`src/rtl/shift_seq_pkg.sv`:
```
// Shared types and constants for the shift-sequence controller and its register.
package shift_seq_pkg;

    // Controller phases.
    typedef enum logic [1:0] {
        ST_IDLE  = 2'b00,
        ST_LOAD  = 2'b01,
        ST_SHIFT = 2'b10,
        ST_DONE  = 2'b11
    } state_t;

    // Mode select driven onto {s1,s0} of the universal register.
    typedef logic [1:0] mode_t;
    localparam mode_t MODE_HOLD = 2'b00;
    localparam mode_t MODE_SHL  = 2'b10;
    localparam mode_t MODE_LOAD = 2'b11;

    // Source of the left-serial input while shifting.
    typedef enum logic [1:0] {
        FB_ZERO = 2'b00,
        FB_ROT  = 2'b01,
        FB_SEQ  = 2'b10,
        FB_EXT  = 2'b11
    } fb_t;

    // Left-serial-in bit for the next shift; q is {QA,QB,QC,QD}.
    function automatic logic lin_mux(input fb_t fb, input logic [3:0] q, input logic sin);
        logic qa, qb, qc, qd;
        {qa, qb, qc, qd} = q;
        case (fb)
            FB_ZERO: return 1'b0;
            FB_ROT:  return qa;
            FB_SEQ:  return ~(qd | qc) | (qc | qb);
            default: return sin;
        endcase
    endfunction

endpackage

```
`src/rtl/shift_seq_ctrl_if.sv`:
```
// Host-side bundle: command handshake, run control and generated-pattern outputs.
interface shift_seq_ctrl_if #(
    parameter int CNT_W = 4
) ();
    logic             cmd_valid;
    logic             cmd_ready;
    logic [3:0]       load_val;
    logic [CNT_W-1:0] shift_cnt;
    logic [1:0]       fb_sel;
    logic             sin;
    logic             abort;
    logic [3:0]       q;
    logic             s1;
    logic             s0;
    logic             busy;
    logic             done;

    // Host sequencer side.
    modport master (
        output cmd_valid, load_val, shift_cnt, fb_sel, sin, abort,
        input  cmd_ready, q, s1, s0, busy, done
    );

    // Controller side.
    modport slave (
        input  cmd_valid, load_val, shift_cnt, fb_sel, sin, abort,
        output cmd_ready, q, s1, s0, busy, done
    );
endinterface

```
`src/rtl/univ_shreg4.sv`:
```
// 4-bit universal shift register: hold, shift-left (QA<-QB<-QC<-QD<-lin), parallel load.
module univ_shreg4
    import shift_seq_pkg::*;
(
    input  logic       clk,
    input  logic       CLR,
    input  mode_t      mode,
    input  logic [3:0] d,
    input  logic       lin,
    output logic [3:0] q
);

    // Register update selected by mode; async clear to zero.
    // NOTE: non-blocking assignments so every flop samples pre-edge values.
    always_ff @(posedge clk or negedge CLR) begin
        if (!CLR) begin
            q <= 4'b0000;
        end else begin
            case (mode)
                MODE_SHL:  q <= {q[2:0], lin};
                MODE_LOAD: q <= d;
                default:   q <= q;
            endcase
        end
    end

endmodule

```
`src/rtl/shift_seq_ctrl.sv`:
```
// Sequencing controller: accepts a seed/count/feedback command, then drives the
// embedded register through load, N left shifts and a one-cycle done phase.
module shift_seq_ctrl
    import shift_seq_pkg::*;
#(
    parameter int CNT_W = 4
) (
    input logic             clk,
    input logic             CLR,
    shift_seq_ctrl_if.slave bus
);

    state_t           state, state_nx;
    logic [3:0]       seed_q;
    logic [CNT_W-1:0] cnt_q;
    fb_t              fb_q;
    logic [CNT_W-1:0] ctr;
    mode_t            mode;
    logic             busy;
    logic             done;
    logic             lin;
    logic [3:0]       q;
    logic             accept;

    assign accept = (state == ST_IDLE) && bus.cmd_valid;

    // State register, latched command fields and shift counter.
    always_ff @(posedge clk or negedge CLR) begin
        if (!CLR) begin
            state  <= ST_IDLE;
            seed_q <= 4'b0000;
            cnt_q  <= '0;
            fb_q   <= FB_ZERO;
            ctr    <= '0;
        end else begin
            state <= state_nx;
            if (accept) begin
                seed_q <= bus.load_val;
                cnt_q  <= bus.shift_cnt;
                fb_q   <= fb_t'(bus.fb_sel);
            end
            if (!bus.abort) begin
                if (state == ST_LOAD)
                    ctr <= cnt_q;
                else if (state == ST_SHIFT)
                    ctr <= ctr - 1'b1;
            end
        end
    end

    // Next-state and output decode; abort forces hold and a return to idle.
    // NOTE: every output gets a default first so no path leaves one unassigned (no latches).
    always_comb begin
        state_nx = state;
        mode     = MODE_HOLD;
        busy     = 1'b1;
        done     = 1'b0;
        case (state)
            ST_IDLE: begin
                busy = 1'b0;
                if (bus.cmd_valid)
                    state_nx = ST_LOAD;
            end
            ST_LOAD: begin
                mode     = MODE_LOAD;
                state_nx = (cnt_q == '0) ? ST_DONE : ST_SHIFT;
            end
            ST_SHIFT: begin
                mode = MODE_SHL;
                if (ctr == CNT_W'(1))
                    state_nx = ST_DONE;
            end
            default: begin
                done     = 1'b1;
                state_nx = ST_IDLE;
            end
        endcase
        if ((state != ST_IDLE) && bus.abort) begin
            state_nx = ST_IDLE;
            mode     = MODE_HOLD;
            done     = 1'b0;
        end
    end

    // Left-serial input from the live register contents and latched source.
    always_comb begin
        lin = lin_mux(fb_q, q, bus.sin);
    end

    univ_shreg4 u_shreg (
        .clk  (clk),
        .CLR  (CLR),
        .mode (mode),
        .d    (seed_q),
        .lin  (lin),
        .q    (q)
    );

    assign bus.q         = q;
    assign bus.s1        = mode[1];
    assign bus.s0        = mode[0];
    assign bus.busy      = busy;
    assign bus.done      = done;
    assign bus.cmd_ready = ~busy;

endmodule

```
`src/flat_wrapper.sv`:
```
// flat-port wrapper written by rule: the top's interface ports become plain ports
module shift_seq_ctrl_flat import shift_seq_pkg::*;
#(
    parameter int CNT_W = 4
)
  (clk, CLR, bus_cmd_valid, bus_load_val, bus_shift_cnt, bus_fb_sel, bus_sin, bus_abort, bus_cmd_ready, bus_q, bus_s1, bus_s0, bus_busy, bus_done);
  shift_seq_ctrl_if #(.CNT_W(CNT_W)) bus_i ();
  input logic clk;
  input logic CLR;
  input wire logic [$bits(bus_i.cmd_valid)-1:0] bus_cmd_valid;
  input wire logic [$bits(bus_i.load_val)-1:0] bus_load_val;
  input wire logic [$bits(bus_i.shift_cnt)-1:0] bus_shift_cnt;
  input wire logic [$bits(bus_i.fb_sel)-1:0] bus_fb_sel;
  input wire logic [$bits(bus_i.sin)-1:0] bus_sin;
  input wire logic [$bits(bus_i.abort)-1:0] bus_abort;
  output wire logic [$bits(bus_i.cmd_ready)-1:0] bus_cmd_ready;
  output wire logic [$bits(bus_i.q)-1:0] bus_q;
  output wire logic [$bits(bus_i.s1)-1:0] bus_s1;
  output wire logic [$bits(bus_i.s0)-1:0] bus_s0;
  output wire logic [$bits(bus_i.busy)-1:0] bus_busy;
  output wire logic [$bits(bus_i.done)-1:0] bus_done;
  assign bus_i.cmd_valid = bus_cmd_valid;
  assign bus_i.load_val = bus_load_val;
  assign bus_i.shift_cnt = bus_shift_cnt;
  assign bus_i.fb_sel = bus_fb_sel;
  assign bus_i.sin = bus_sin;
  assign bus_i.abort = bus_abort;
  assign bus_cmd_ready = bus_i.cmd_ready;
  assign bus_q = bus_i.q;
  assign bus_s1 = bus_i.s1;
  assign bus_s0 = bus_i.s0;
  assign bus_busy = bus_i.busy;
  assign bus_done = bus_i.done;
  shift_seq_ctrl #(.CNT_W(CNT_W)) u_core (.clk(clk), .CLR(CLR), .bus(bus_i));
endmodule
```
`config.mk`:
```
export PLATFORM = sky130hd
export DESIGN_NAME = shift_seq_ctrl_flat
export DESIGN_NICKNAME = d
export VERILOG_FILES = /design/src/rtl/shift_seq_pkg.sv /design/src/rtl/shift_seq_ctrl_if.sv /design/src/rtl/univ_shreg4.sv /design/src/rtl/shift_seq_ctrl.sv /design/src/flat_wrapper.sv
export SDC_FILE = /design/constraint.sdc
export NUM_CORES = 1
export LEC_CHECK = 0
export CORE_MARGIN = 4
export CORE_UTILIZATION = 35
export DETAILED_ROUTE_END_ITERATION = 8
export HOLD_SLACK_MARGIN = 0.06
export PLACE_DENSITY_LB_ADDON = 0.05
export REMOVE_ABC_BUFFERS = 1
export SLEW_MARGIN = 0
export SYNTH_ARGS = -nofsm -noshare
export SYNTH_HDL_FRONTEND = slang
export SYNTH_SLANG_ARGS = --single-unit
```
`constraint.sdc`:
```
create_clock -name clk -period 1.4 [get_ports clk]
set_input_delay 0.28 -clock clk [delete_from_list [all_inputs] [get_ports clk]]
set_output_delay 0.28 -clock clk [all_outputs]
set_load 0.01 [all_outputs]
```
Run 1, track usage over the die:
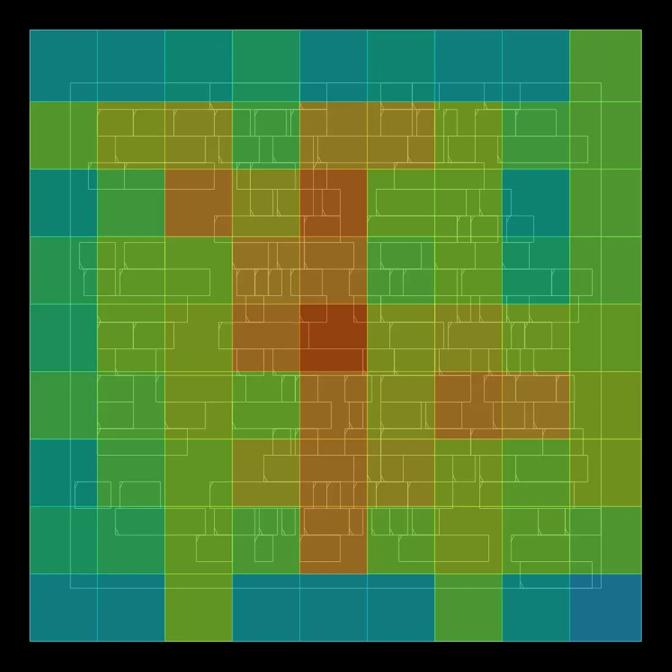
met2 Use GR: 23.7%
Global Route Usage Sum: 14.2%
met3 global-route usage: 3.42%

Run 1, drive-strength map:
The bar under the picture is 20 um long.
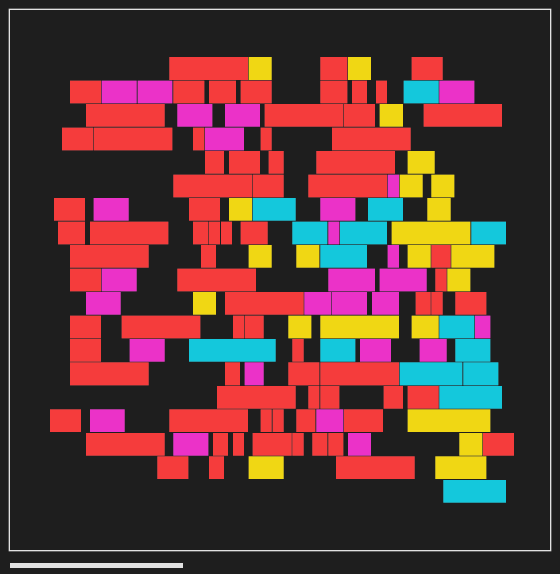
x3 and x4 -> yellow  # cells 22, share 16%
x2 -> magenta  # cells 27, share 19%
x6 and larger -> cyan  # cells 15, share 11%
x1 and smaller -> red  # cells 76, share 54%
Setup WS post-layout: -0.208 ns
fin area: 1660 um^2

Run 1, M2 wires:
The bar under the picture is 20 um long. Cells faint in the background.
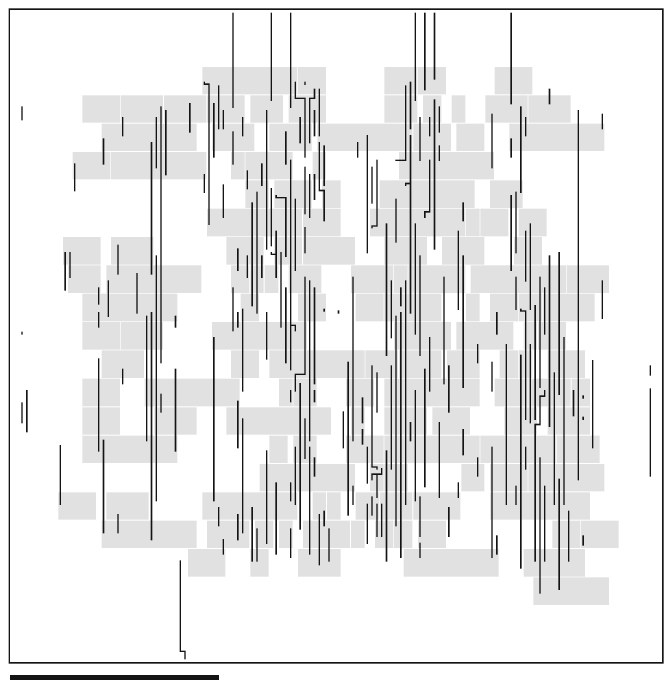
nets with wire on the layer = 139
main direction = vertical
wire length on this layer = 1290 um
share of all routed wire = 51%
total number of vias: 878
wirelength, routed: 2550 um

==> results.json, run 1 <==
{
  "clk_path_buf_depth": 2,
  "failed_checks": "setup timing",
  "status": "finished, violations left",
  "internal-power_uw": 2490,
  "fin_ws_ns": -0.208,
  "finalClockSkew_ns": 0.00370,
  "ys_cells": 96,
  "postPlaceCellArea_um2": 1400,
  "finalSetupViolations": 17,
  "ff2ff_setup_slack_ns": -0.17,
  "wl_met1_um": 1120,
  "area_leaders": "dfrtp_1 48%, mux2_2 14%, ha_1 7.2%, a21oi_1 4.3%, inv_1 3.2%",
  "maxSlewViolCount": 0,
  "synthCells": 96,
  "dieArea_um2": 3910,
  "hold_violations": 0,
  "top_layer": "met4",
  "grt.overflow.total": 0,
  "ir_drop_mv": 1.02,
  "ys_types": 27,
  "nMultiInputCombCells": 64,
  "routed-wl-met3_um": 98,
  "crit_path_end": "bus_s1",
  "wl_per_cell_um": 14.9,
  "largest_class": "multi-input combinational cells",
  "critical_path_required_ns": 1.12,
  "num-clock-buffers": 4,
  "netlist.area_leader.share_pct": 48.1,
  "setup-tns-final_ns": -1.76,
  "cp-start-kind": "flop",
  "worst_slew_pin_slew_ns": 0.287,
  "nNetsFinal": 162,
  "rsz0062_at_grt": "true",
  "holdWs_ns": 0.302,
  "r2r_end": "u_core.ctr[3]",
  "clkCellAreaFrac_pct": 2.18,
  "seq_cells": 20,
  "period_used_pct": 115,
  "path_cells": "inv_2 -> ha_4 -> nand2b_4 -> and2_4 -> buf_6",
  "largestPowerGroup": "combinational logic",
  "flop_cell": "dfrtp_1",
  "r2r-start": "u_core.state[0]",
  "ios": 24,
  "drtIter0Drc": 20,
  "grt.busiest_layer": "met2",
  "layout_top_cell": "dfrtp_1",
  "synthToLayoutAreaGrowth_pct": 59.9,
  "ys_sh_xor_pct": 0,
  "fillers": 250,
  "slew_headroom_pct": 80.8,
  "logic_family": "multiplexers",
  "use_met1_pct": 17.6,
  "top_cells_by_count": "20 x dfrtp_1, 13 x mux2_2, 9 x a21oi_1, 9 x inv_1, 8 x nor2_1",
  "p_total_uw": 3970,
  "slowest_delay_ns": 0.40,
  "crit_path_end_kind": "output pin",
  "cts_setup_buffers": 5,
  "pwr-share-seq_pct": 27.2,
  "powerSeq_uw": 1080,
  "power_density_nw_per_um2": 2390
}
Run 1, a small window of the routed layout:
The bar under the picture is 10 um long. Region (11, 0) to (51, 40) um. Cells in grey, sequential cells in the stronger grey; small squares are vias.
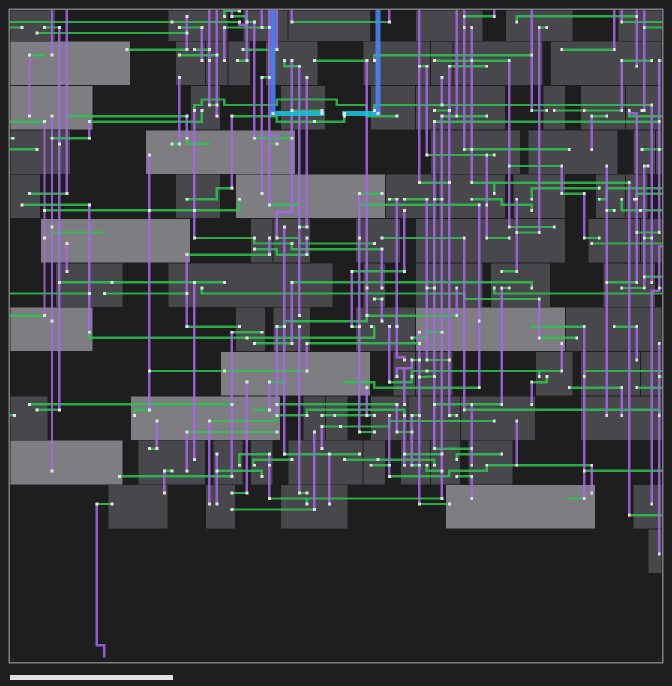

==> inputs of run 2 (changes only) <==
--- a/config.mk
+++ b/config.mk
@@ -8,6 +8,7 @@
 export CORE_MARGIN = 4
 export CORE_UTILIZATION = 35
 export DETAILED_ROUTE_END_ITERATION = 8
+export GPL_TIMING_DRIVEN = 0
 export HOLD_SLACK_MARGIN = 0.06
 export PLACE_DENSITY_LB_ADDON = 0.05
 export REMOVE_ABC_BUFFERS = 1
Run 2, a small window of the routed layout:
The bar under the picture is 10 um long. Region (11, 0) to (51, 40) um. Cells in grey, sequential cells in the stronger grey; small squares are vias.
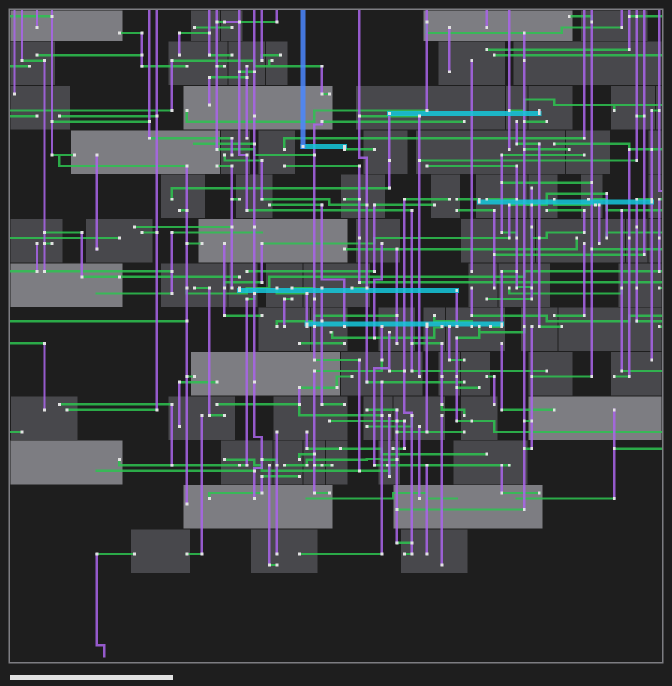
M4 -> blue
M3 -> cyan
M1 -> green
M2 -> purple
sequential cells in the window = 11
netlist names of flops here include = u_core.cnt_q (4), u_core.ctr (4)
most frequent = dfrtp_1 (11), mux2_2 (7)
cells with their middle in the window = 77

Run 2, M1 wires:
The bar under the picture is 20 um long. Supply wires on this layer in grey. Cells faint in the background.
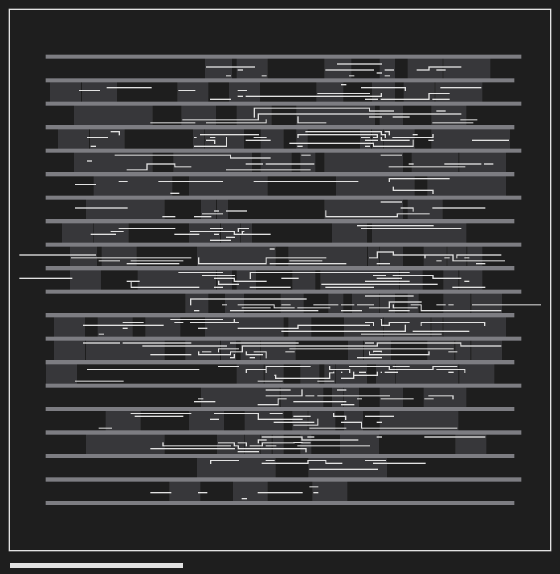
main direction = horizontal
wire length on this layer = 1180 um
share of all routed wire = 45%
nets with wire on the layer = 126
longest straight run = 23.5 um
GR Util met1: 17.4%
wirelength, routed: 2630 um
total number of vias: 858

==> run 2 against run 1 <==
Effect of this change:
- the flow still finishes with violations (setup timing)
- global-route usage down 0.48 points
- clock skew about the same
- largest cell class unchanged
- fmax down 2.5%
- sequential share of layout area up 1.1 points
- register-to-register slack better by 0.02 ns
- cell area down 3.5%
- sequential cell count unchanged
- non-clock buffer count down 6
- clock power up 37%
- worst setup slack worse by 0.041 ns
- synthesized area unchanged
==> results.json, run 2 <==
{
  "hold_violations": 0,
  "finalClockSkew_ns": 0.00350,
  "worst_slew_pin_slew_ns": 0.893,
  "pwr-share-seq_pct": 27.0,
  "seq_cells": 20,
  "grt.overflow.total": 0,
  "top_layer": "met4",
  "r2r-start": "u_core.state[1]",
  "cp-start-kind": "flop",
  "fin_ws_ns": -0.249,
  "grt_usage_pct": 13.8,
  "path_cells": "inv_2 -> ha_4 -> nand2b_4 -> and2_4 -> buf_6",
  "powerSeq_uw": 1100,
  "clk_path_buf_depth": 2,
  "num-clock-buffers": 3,
  "flop_cell": "dfrtp_1",
  "routed-wl-met3_um": 158,
  "slowest_delay_ns": 0.42,
  "ir_drop_mv": 0.835,
  "wl_per_cell_um": 15.9,
  "status": "finished, violations left",
  "finalSetupViolations": 10,
  "setup-tns-final_ns": -1.21,
  "ios": 24,
  "failed_checks": "setup timing",
  "nNetsFinal": 157,
  "largest_class": "multi-input combinational cells",
  "met3_usage_pct": 4.86,
  "cts_setup_buffers": 9,
  "maxSlewViolCount": 0,
  "crit_path_end": "bus_s1",
  "dieArea_um2": 3910,
  "fillers": 249,
  "grt_use_met2_pct": 22.5,
  "r2r_end": "u_core.ctr[3]",
  "ys_sh_xor_pct": 0,
  "critical_path_required_ns": 1.12,
  "clkCellAreaFrac_pct": 3.27
}
Power is estimated from default activity; no workload was simulated.
